Fig. 1: power grid
Scale bar: 20 um. Pins as bars on the die edge.
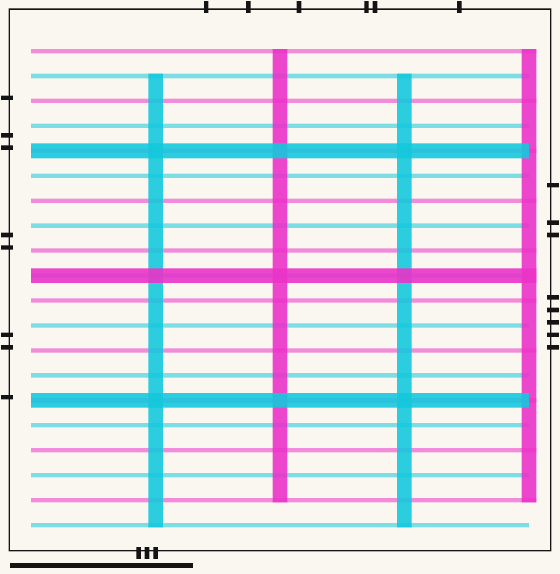
Fig. 2: signal wires on met3
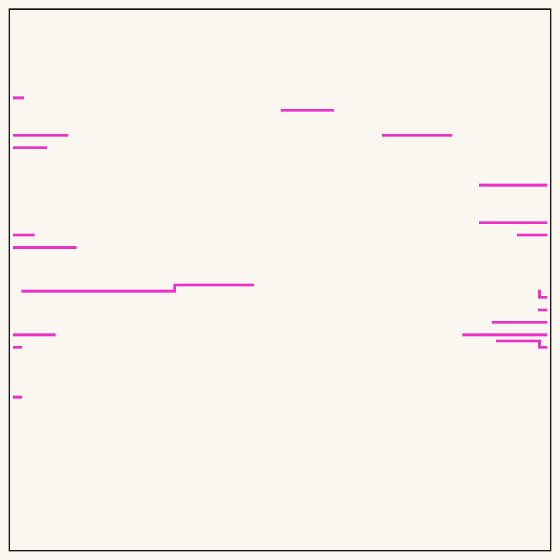
Fig. 3: clock wiring as the flow saved it
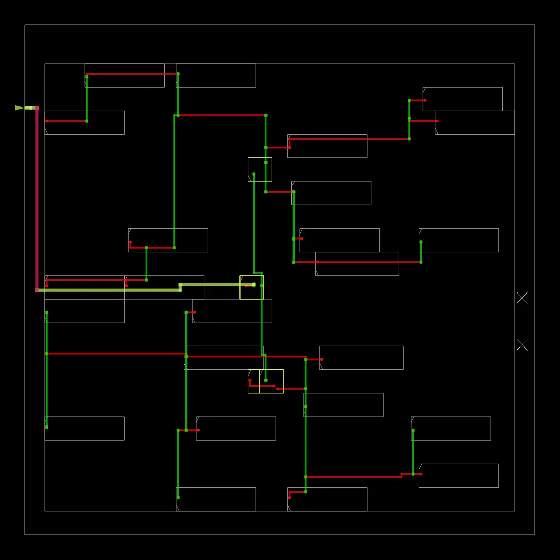
Fig. 4: hierarchy map of the flops
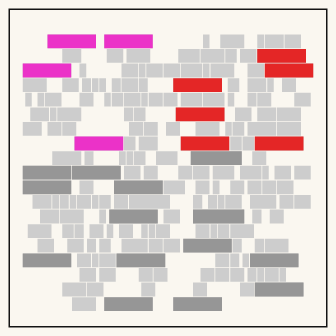
Fig. 5: met2 routing
Scale bar: 20 um.
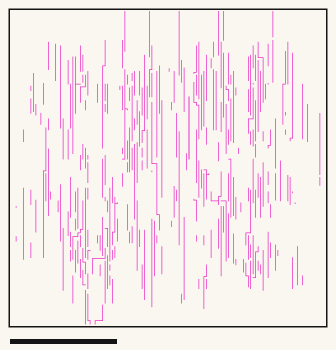
### src/rtl/clock12_pkg.sv
// Shared definitions for the 12-hour clock controller: set-mode state
// encoding and the moduli of the time fields.
package clock12_pkg;

    typedef enum logic [1:0] {
        ST_RUN     = 2'd0,
        ST_SET_HR  = 2'd1,
        ST_SET_MIN = 2'd2
    } state_t;

    localparam int unsigned SEC_MOD  = 60;
    localparam int unsigned MIN_MOD  = 60;
    localparam int unsigned HOUR_MOD = 12;

endpackage

### src/rtl/modn_counter.sv
// Modulo-N counter with synchronous clear and a combinational carry that
// flags the enabled wrap from N-1 back to 0.
module modn_counter #(
    parameter int unsigned N = 60,
    parameter int unsigned W = 6
) (
    input  logic         clk,
    input  logic         reset,
    input  logic         en,
    input  logic         clr,
    output logic [W-1:0] count,
    output logic         carry
);

    localparam logic [W-1:0] LAST = W'(N - 1);

    logic [W-1:0] count_q;
    logic [W-1:0] count_d;

    // Next count: clear dominates, otherwise step with wrap when enabled.
    always_comb begin
        count_d = count_q;
        if (clr) begin
            count_d = '0;
        end else if (en) begin
            count_d = (count_q == LAST) ? '0 : count_q + W'(1);
        end
    end

    // Count register.
    always_ff @(posedge clk or posedge reset) begin
        if (reset) begin
            count_q <= '0;
        end else begin
            count_q <= count_d;
        end
    end

    assign count = count_q;
    assign carry = en && (count_q == LAST);

endmodule

### src/rtl/clock12_ctrl.sv
// 12-hour clock controller: one-second prescaler, sec/min/hour carry chain
// with AM/PM, and a RUN -> SET_HR -> SET_MIN set-mode FSM.
module clock12_ctrl
    import clock12_pkg::*;
#(
    parameter int unsigned TICK_DIV = 10
) (
    input  logic       clk,
    input  logic       reset,
    input  logic       run_en,
    input  logic       mode_btn,
    input  logic       inc_btn,
    output logic [5:0] sec,
    output logic [5:0] min,
    output logic [3:0] hour,
    output logic       pm,
    output logic       sec_tick,
    output logic [1:0] state
);

    localparam int unsigned   PW         = $clog2(TICK_DIV);
    localparam logic [PW-1:0] PRESC_LAST = PW'(TICK_DIV - 1);

    state_t        state_q;
    logic [PW-1:0] presc_q;
    logic          sec_tick_q;
    logic          pm_q;

    logic in_run, in_set_hr, in_set_min;
    logic tick, hr_inc, min_inc, sec_clr;
    logic min_en, hour_en;
    logic sec_carry, min_carry, hour_carry;

    assign in_run     = (state_q == ST_RUN);
    assign in_set_hr  = (state_q == ST_SET_HR);
    assign in_set_min = (state_q == ST_SET_MIN);

    // A mode press always wins: it blocks the tick and drops any inc press.
    assign tick    = in_run && run_en && !mode_btn && (presc_q == PRESC_LAST);
    assign hr_inc  = in_set_hr  && inc_btn && !mode_btn;
    assign min_inc = in_set_min && inc_btn && !mode_btn;
    assign sec_clr = in_set_min && mode_btn;

    // Manual minute steps may wrap 59->0 but must never carry into the hour,
    // so the hour only sees the minute carry when seconds also carried.
    assign min_en  = sec_carry | min_inc;
    assign hour_en = (sec_carry && min_carry) | hr_inc;

    modn_counter #(.N(SEC_MOD), .W(6)) u_sec (
        .clk   (clk),
        .reset (reset),
        .en    (tick),
        .clr   (sec_clr),
        .count (sec),
        .carry (sec_carry)
    );

    modn_counter #(.N(MIN_MOD), .W(6)) u_min (
        .clk   (clk),
        .reset (reset),
        .en    (min_en),
        .clr   (1'b0),
        .count (min),
        .carry (min_carry)
    );

    modn_counter #(.N(HOUR_MOD), .W(4)) u_hour (
        .clk   (clk),
        .reset (reset),
        .en    (hour_en),
        .clr   (1'b0),
        .count (hour),
        .carry (hour_carry)
    );

    // Set-mode FSM, prescaler and registered second tick.
    always_ff @(posedge clk or posedge reset) begin
        if (reset) begin
            state_q    <= ST_RUN;
            presc_q    <= '0;
            sec_tick_q <= 1'b0;
        end else begin
            sec_tick_q <= tick;
            if (mode_btn) begin
                unique case (state_q)
                    ST_RUN:    state_q <= ST_SET_HR;
                    ST_SET_HR: state_q <= ST_SET_MIN;
                    default:   state_q <= ST_RUN;
                endcase
                presc_q <= '0;
            end else if (in_run && run_en) begin
                presc_q <= (presc_q == PRESC_LAST) ? '0 : presc_q + PW'(1);
            end
        end
    end

    // AM/PM flips on every hour wrap 11 -> 0, whether counted or set.
    always_ff @(posedge clk or posedge reset) begin
        if (reset) begin
            pm_q <= 1'b0;
        end else if (hour_carry) begin
            pm_q <= ~pm_q;
        end
    end

    assign pm       = pm_q;
    assign sec_tick = sec_tick_q;
    assign state    = state_q;

endmodule

### config.mk
export PLATFORM = sky130hd
export DESIGN_NAME = clock12_ctrl
export DESIGN_NICKNAME = d
export VERILOG_FILES = /design/src/rtl/clock12_pkg.sv /design/src/rtl/modn_counter.sv /design/src/rtl/clock12_ctrl.sv
export SDC_FILE = /design/constraint.sdc
export NUM_CORES = 1
export LEC_CHECK = 0
export CAP_MARGIN = 0
export CORE_MARGIN = 2
export CORE_UTILIZATION = 45
export CTS_BUF_LIST = sky130_fd_sc_hd__clkbuf_4
export CTS_CLUSTER_SIZE = 16
export DETAILED_ROUTE_END_ITERATION = 10
export GPL_ROUTABILITY_DRIVEN = 0
export PLACE_DENSITY_LB_ADDON = 0.05
export SYNTH_ARGS = -nofsm -noshare
export SYNTH_HDL_FRONTEND = slang
export SYNTH_SLANG_ARGS = --single-unit
### constraint.sdc
create_clock -name clk -period 1.94 [get_ports clk]
set_clock_uncertainty 0.15 [all_clocks]
set_input_delay 0.388 -clock clk [delete_from_list [all_inputs] [get_ports clk]]
set_output_delay 0.388 -clock clk [all_outputs]
set_load 0.02 [all_outputs]
==> Slide: Implementation Results <==
Key Metrics from the Run

Final timing
  • Setup-violating endpoint count in the final report: 11
  • WHS: 0.248 ns
  • Tmin final: 2.10 ns
  • Setup Total Neg Slack: -0.893 ns
  • Worst setup margin: -0.157 ns
  • Relative max-transition margin: 0.712

Synthesis
  • Per-instance average area after synthesis: 9.89 um2
  • Yosys simple share: 0.247
  • Count of different cell masters after synthesis: 45
  • Dominant register cell: sky130_fd_sc_hd__dfrtp_1
  • Proportion of synthesized area in mux cells: 0.0480
  • Number of nets at floorplan: 147
  • Top cell type's share of synthesized area: 0.443
  • Main kind of combinational logic by area: simple AND/OR/NAND/NOR gates
  • Leading post-synthesis cells by instance count: 24 x sky130_fd_sc_hd__dfrtp_1, 15 x sky130_fd_sc_hd__nand2_1, 8 x sky130_fd_sc_hd__nor2_1, 7 x sky130_fd_sc_hd__a21oi_1, 7 x sky130_fd_sc_hd__inv_1
  • Area fraction in compound gates after synthesis: 0.179
  • Cells after synthesis: 137
  • Count of flip-flops with a built-in enable after synthesis: 0
  • Synthesis warning total: 0

Placement
  • DPL Wire Length: 2190 um
  • Number of cells in the design after placement: 211
  • Setup WS pre-CTS: -0.550 ns
  • Cell Area, Placed: 1790 um2

Final layout
  • FF+latch area: 603 um2
  • Number of ordinary and repair buffers in the finished layout: 49
  • Layout-stage area growth over the synthesis result: 40.3%
  • Final core utilization: 0.678
  • Number of multi-input combinational cells: 103
  • Top Layout Cells: 22 x sky130_fd_sc_hd__buf_4, 22 x sky130_fd_sc_hd__dfrtp_1, 15 x sky130_fd_sc_hd__nand2_1, 11 x sky130_fd_sc_hd__dlygate4sd2_1, 9 x sky130_fd_sc_hd__dlymetal6s2s_1
  • NonClk Buf Share: 0.236
  • Share of post-route cells with drive strength above 1: 0.255
  • Diodes inserted: 0
  • Count of inverters not on the clock network in the layout: 8
  • Number of fill cells in the layout: 215

Route
  • Routed WL per cell: 14.7 um
  • Routed wire length: 3210 um
  • Detailed route wirelength on metal2: 1560 um
  • Violation tally from detailed-route iteration zero: 54
  • Number of remaining DRC errors: 2
  • Via count: 1250

CTS
  • Number of buffers created by CTS: 3
  • TritonCTS clock tree: done
  • Bufs on Longest Clock Path: 2
  • Root Driver: sky130_fd_sc_hd__clkbuf_4
  • Cts hold-fix bufs: 0
  • Resized Gates After CTS: 16
  • Num Clock Sinks: 24
  • Clock-pin slew of the registers on the worst-case setup and hold paths: 0.14 ns
  • CTS H-Tree Depth: 1

GRT
  • Global router's overall resource usage: 0.195
  • Layer carrying the most global-route usage: met2
  • Largest net degree at the start of global routing: 25
  • Met2 track utilization from global routing: 0.316
  • Met3 usage in global routing: 0.0308

Setup path
  • Logic depth of the worst register-to-register path: 4
  • Number of cells on the critical path: 4
  • Worst endpoint required time: 2.03 ns
  • Crit-path most repeated cell: sky130_fd_sc_hd__or4b_4
  • Delay of the slowest cell on the worst path: 0.56 ns

Status
  • Run status: finished, violations left
  • Failing checks: design-rule violations, negative setup slack

Floorplanning
  • Inserted tap cell count: 31
  • Site Rows: 19

Power
  • Comb group: 0.813 mW
  • Power in sequential cells: 0.722 mW
  • Total power: 1.76 mW
Notes on Fig. 1 above:
legend:
  magenta:
    net: VDD
  cyan:
    net: VSS
met5 straps: 3
signal pins: 25
met1 rails: 20
met4 straps: 4
rows: 19

Notes on Fig. 2 above:
longest straight run: 16.6 um
wire length on this layer: 103 um
nets with wire on the layer: 18

Notes on Fig. 3 above:
Worst-Skew Late Latency: 0.32 ns
clock network power: 0.229 mW
Flops: 24
clock buffer instance count of the final layout: 3

Notes on Fig. 4 above:
legend:
  magenta:
    scope: `u_hour`
    flops: 4
    where: north-west
  red:
    scope: `u_min`
    flops: 6
not colored: 14

Notes on Fig. 5 above:
main direction: vertical
longest straight run: 21.1 um

Power is estimated from default activity; no workload was simulated.
